## src/rtl/fsk_pkg.sv

```systemverilog
// fsk_pkg: shared FSK state type, channel encoding and default carrier periods
package fsk_pkg;
  typedef enum logic {IDLE, TRACK} state_t;
  localparam logic CH_A = 1'b0;
  localparam logic CH_B = 1'b1;
  localparam int PERIOD_A_DEF = 50;
  localparam int PERIOD_B_DEF = 25;
endpackage

```

## src/rtl/fsk_edge_sync.sv

```systemverilog
// fsk_edge_sync: synchronizes an async input and emits a registered one-clk rising-edge pulse
module fsk_edge_sync (
  input  logic clk,
  input  logic rst,
  input  logic d_in,
  output logic rise
);
  logic [2:0] sync_q, sync_d;
  logic rise_q, rise_d;
  always_comb begin
    sync_d = {sync_q[1:0], d_in};
    rise_d = sync_q[1] & ~sync_q[2];
  end
  always_ff @(posedge clk) begin
    if (rst) begin
      sync_q <= '0;
      rise_q <= 1'b0;
    end else begin
      sync_q <= sync_d;
      rise_q <= rise_d;
    end
  end
  assign rise = rise_q;
endmodule

```

## src/rtl/fsk_demod.sv

```systemverilog
// fsk_demod: recovers bits from an FSK square wave by timing edge periods and debouncing the decision
module fsk_demod
  import fsk_pkg::*;
#(
  parameter int CNT_W    = 16,
  parameter int PERIOD_A = PERIOD_A_DEF,
  parameter int PERIOD_B = PERIOD_B_DEF,
  parameter int CONFIRM  = 3
) (
  input  logic             clk,
  input  logic             rst,
  input  logic             fsk_in,
  output logic             data_out,
  output logic             bit_valid,
  output logic [CNT_W-1:0] period_meas,
  output logic             carrier_lost
);
  localparam logic [CNT_W-1:0] THRESH  = CNT_W'((PERIOD_A + PERIOD_B) / 2);
  localparam logic [CNT_W-1:0] MIN_PER = CNT_W'(PERIOD_B / 2);
  localparam logic [CNT_W-1:0] MAX_PER = CNT_W'(2 * PERIOD_A);
  localparam int RUN_W = $clog2(CONFIRM + 1);
  if (PERIOD_B >= PERIOD_A) begin : g_chk_period
    $error("fsk_demod: PERIOD_B must be less than PERIOD_A");
  end
  if (CONFIRM < 1) begin : g_chk_confirm
    $error("fsk_demod: CONFIRM must be at least 1");
  end
  state_t state_q, state_d;
  logic [CNT_W-1:0] cnt_q, cnt_d, per_q, per_d;
  logic [RUN_W-1:0] run_q, run_d;
  logic data_q, data_d, bv_q, bv_d, lost_q, lost_d;
  logic rise, lose, accept, raw;
  fsk_edge_sync u_sync (
    .clk  (clk),
    .rst  (rst),
    .d_in (fsk_in),
    .rise (rise)
  );
  assign lose   = (state_q == TRACK) && (cnt_q == MAX_PER);
  assign accept = (state_q == TRACK) && rise && !lose && (cnt_q >= MIN_PER);
  assign raw    = (cnt_q < THRESH) ? CH_B : CH_A;
  always_comb begin
    state_d = (state_q == IDLE) ? (rise ? TRACK : IDLE) : ((lose && !rise) ? IDLE : TRACK);
    cnt_d   = (rise && (state_q == IDLE || lose || accept)) ? CNT_W'(1) :
              (cnt_q == MAX_PER) ? cnt_q : cnt_q + 1'b1;
    per_d   = accept ? cnt_q : per_q;
    bv_d    = accept;
    lost_d  = lose ? 1'b1 : accept ? 1'b0 : lost_q;
    run_d   = (lose || (accept && raw == data_q)) ? '0 :
              accept ? ((run_q == RUN_W'(CONFIRM - 1)) ? '0 : run_q + 1'b1) : run_q;
    data_d  = (accept && raw != data_q && run_q == RUN_W'(CONFIRM - 1)) ? raw : data_q;
  end
  always_ff @(posedge clk) begin
    if (rst) begin
      state_q <= IDLE;
      cnt_q   <= '0;
      per_q   <= '0;
      run_q   <= '0;
      data_q  <= 1'b0;
      bv_q    <= 1'b0;
      lost_q  <= 1'b1;
    end else begin
      state_q <= state_d;
      cnt_q   <= cnt_d;
      per_q   <= per_d;
      run_q   <= run_d;
      data_q  <= data_d;
      bv_q    <= bv_d;
      lost_q  <= lost_d;
    end
  end
  assign data_out     = data_q;
  assign bit_valid    = bv_q;
  assign period_meas  = per_q;
  assign carrier_lost = lost_q;
endmodule

```

## config.mk

```make
export PLATFORM = sky130hd
export DESIGN_NAME = fsk_demod
export DESIGN_NICKNAME = d
export VERILOG_FILES = /design/src/rtl/fsk_pkg.sv /design/src/rtl/fsk_edge_sync.sv /design/src/rtl/fsk_demod.sv
export SDC_FILE = /design/constraint.sdc
export NUM_CORES = 1
export LEC_CHECK = 0
export CAP_MARGIN = 20
export CORE_UTILIZATION = 30
export CTS_CLUSTER_DIAMETER = 100
export DETAILED_ROUTE_END_ITERATION = 10
export SETUP_SLACK_MARGIN = 0.05
export SLEW_MARGIN = 20
export SYNTH_ARGS = -nofsm -noshare
export SYNTH_HDL_FRONTEND = slang
export SYNTH_SLANG_ARGS = --single-unit
```

## constraint.sdc

```tcl
create_clock -name clk -period 3.2 [get_ports clk]
set_input_delay 0.64 -clock clk [delete_from_list [all_inputs] [get_ports clk]]
set_output_delay 0.64 -clock clk [all_outputs]
set_load 0.05 [all_outputs]
```

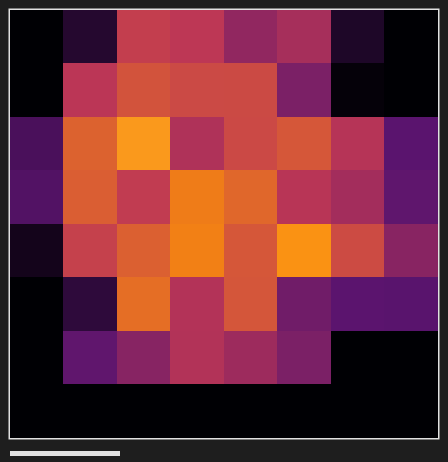
Figure 1: local utilization.
Bar = 20 µm. The die is cut into 8 by 8 equal tiles; black is low, pale yellow is high, 0 to 100% covered.
tiles over 75% full: 3.1%
mean over tiles: 33%
fullest tile: 78%
core area: 5540 µm²
Floorplan Utilization: 31.2%
Util after Layout: 37.8%

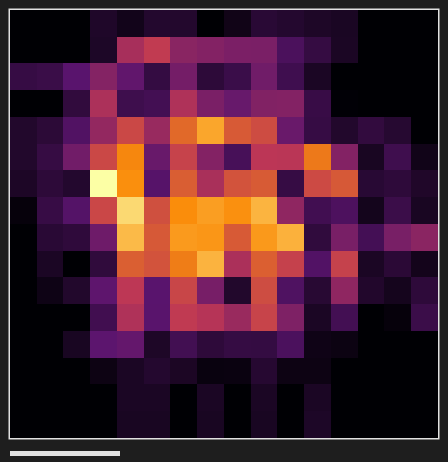
Figure 2: wire density map.
Bar = 20 µm. The die is cut into 16 by 16 equal tiles; black is low, pale yellow is high, scaled to the fullest tile. Values are wire area over tile area, all layers added.
fullest tile: 0.39
mean over tiles: 0.083
nearly empty tiles: 27%
tiles over half the peak: 16%
emptiest ninth of the die: bottom right
drt total wl: 3240 µm
via count: 1,275
GRT Overall Usage: 12.3%
wire per inst: 11.8 µm

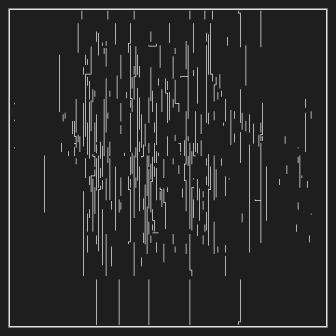
Figure 3: metal 2.
wire length on this layer: 1,440 µm
nets with wire on the layer: 170
main direction: vertical
longest straight run: 26.5 µm
share of all routed wire: 44%

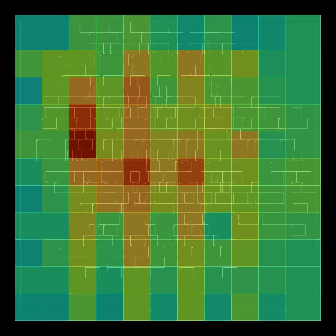
Figure 4: congestion heat map.
global route hottest layer: met2
GR Util met2: 19.6%
met1 Resource Use GR: 15.4%
M3 GR Usage: 3.18%

==> reports/results.txt <==
Post-DRT Antenna Nets = 0
yosys warns = 0
count leader, synth = dfxtp_1
Post-Layout Cell Count = 274
critical-path maximum fanout = 15
Worst setup endpoint = run_q[0]
total gr overflow = 0
# port buffers = 21
Clk Latency, worst-skew pair = 0.29 ns
CTS tree = done
Pwr top = registers
total CTS buffers = 5
initial antenna violation count = 0
Seq share, synth = 48.6%
DP Area = 2000 µm²
Pre-antenna DRT Iters = 4
Top Layout Cells = 42 x dfxtp_1, 37 x nor2_1, 21 x clkdlybuf4s50_1
skew final = 0.00469 ns
Combinational Area = 835 µm²
cell taking the most area after synthesis = dfxtp_1
synth cell count leaders = 42 x dfxtp_1, 37 x nor2_1, 17 x mux2i_1
FF-to-FF Start = cnt_q[7]
leakage = 0.000860 µW
Die X = 77.9 µm
CP top delay family = AND-OR/OR-AND gates
flops & latches, synth = 42
top cell category = flip-flops and latches
max-slew violation count = 0
register area = 841 µm²
Complex Gates by Area = 7.01%
crit path DAT = 2.38 ns
Floorplan Nets = 183
Inverters = 3
CP peak stage delay = 0.56 ns
row count = 27
worst setup margin = 1.02 ns
non-clk buf share = 10.8%
MI comb cells = 126
Startpoint Class = flip-flop
sequential share of power = 58.7%
gate count after technology mapping = 177
Repair and plain buffers = 23
post-DP HPWL = 2260 µm
cell count after placement = 266
Sink Count = 42
post-route setup TNS = 0 ns
vias in the first global route = 1,225
Comb pwr share = 3.1%
share of cells above drive strength 1 = 6.44%
Post-synth top flop = dfxtp_1
synthesized area per cell = 9.78 µm²
fraction of area in registers = 40.2%
logic share of the area = 39.9%
Setup-failing EPs final = 0
die area = 6080 µm²
Hold Path Depth = 1
clk pwr = 348 µW
CTS Hold Bufs = 0
Largest logic family = simple AND/OR/NAND/NOR gates
yosys stat chip area = 1730 µm²
sw frac = 21.7%
Async S/R FF share, synth = 0%
Worst Hold Class = reg2reg
period utilization = 68.2%
most common logic cell in the routed design = dfxtp_1
crit-path cells = nor4_1, nand3_1, o211ai_4, buf_4, nor4b_1, a32o_1
area fraction in mux cells = 9.83%
flip-flops with a built-in enable = 0
top cells by area = dfxtp_1 49%, mux2i_1 9.8%, nor2_1 8.0%, xnor2_1 3.5%, xor2_1 3.5%
min-delay src = u_sync.sync_q[2]
yosys xor share = 7.09%
Crit Reg-Reg Endpoint = run_q[0]
worst r2r path cells = 6
seq pwr = 534 µW
Clock Network Area Fraction = 4.36%
Crit. End Element = flip-flop
WL met2 = 1440 µm
Final #Nets = 207
critical path buffer and inverter count = 1
# Cells Yosys = 177
CP max-delay cell = o211ai_4
clock root buffer = clkbuf_8
number of clock buffers in the layout = 7
Clock Tree Buf Depth = 2
CTS H-tree lvls = 2
Final Wtd Congestion = 0.825
Pwr Total = 911 µW
Pint = 713 µW
status = completed
tap cells = 72
RSZ-0062 raised after global routing = false
peak supply drop = 0.169 mV
first-pass GRT wire length = 5800 µm
Met3 Wirelength = 123 µm
# IOs = 22
max-cap violations = 0
measured slew at the worst slew-check pin = 0.635 ns
Period minus WS final = 2.18 ns
count of distinct cell types in the synthesized netlist = 34
flop count = 42
Power figures rest on the tool's default switching activity, not on a simulated workload.
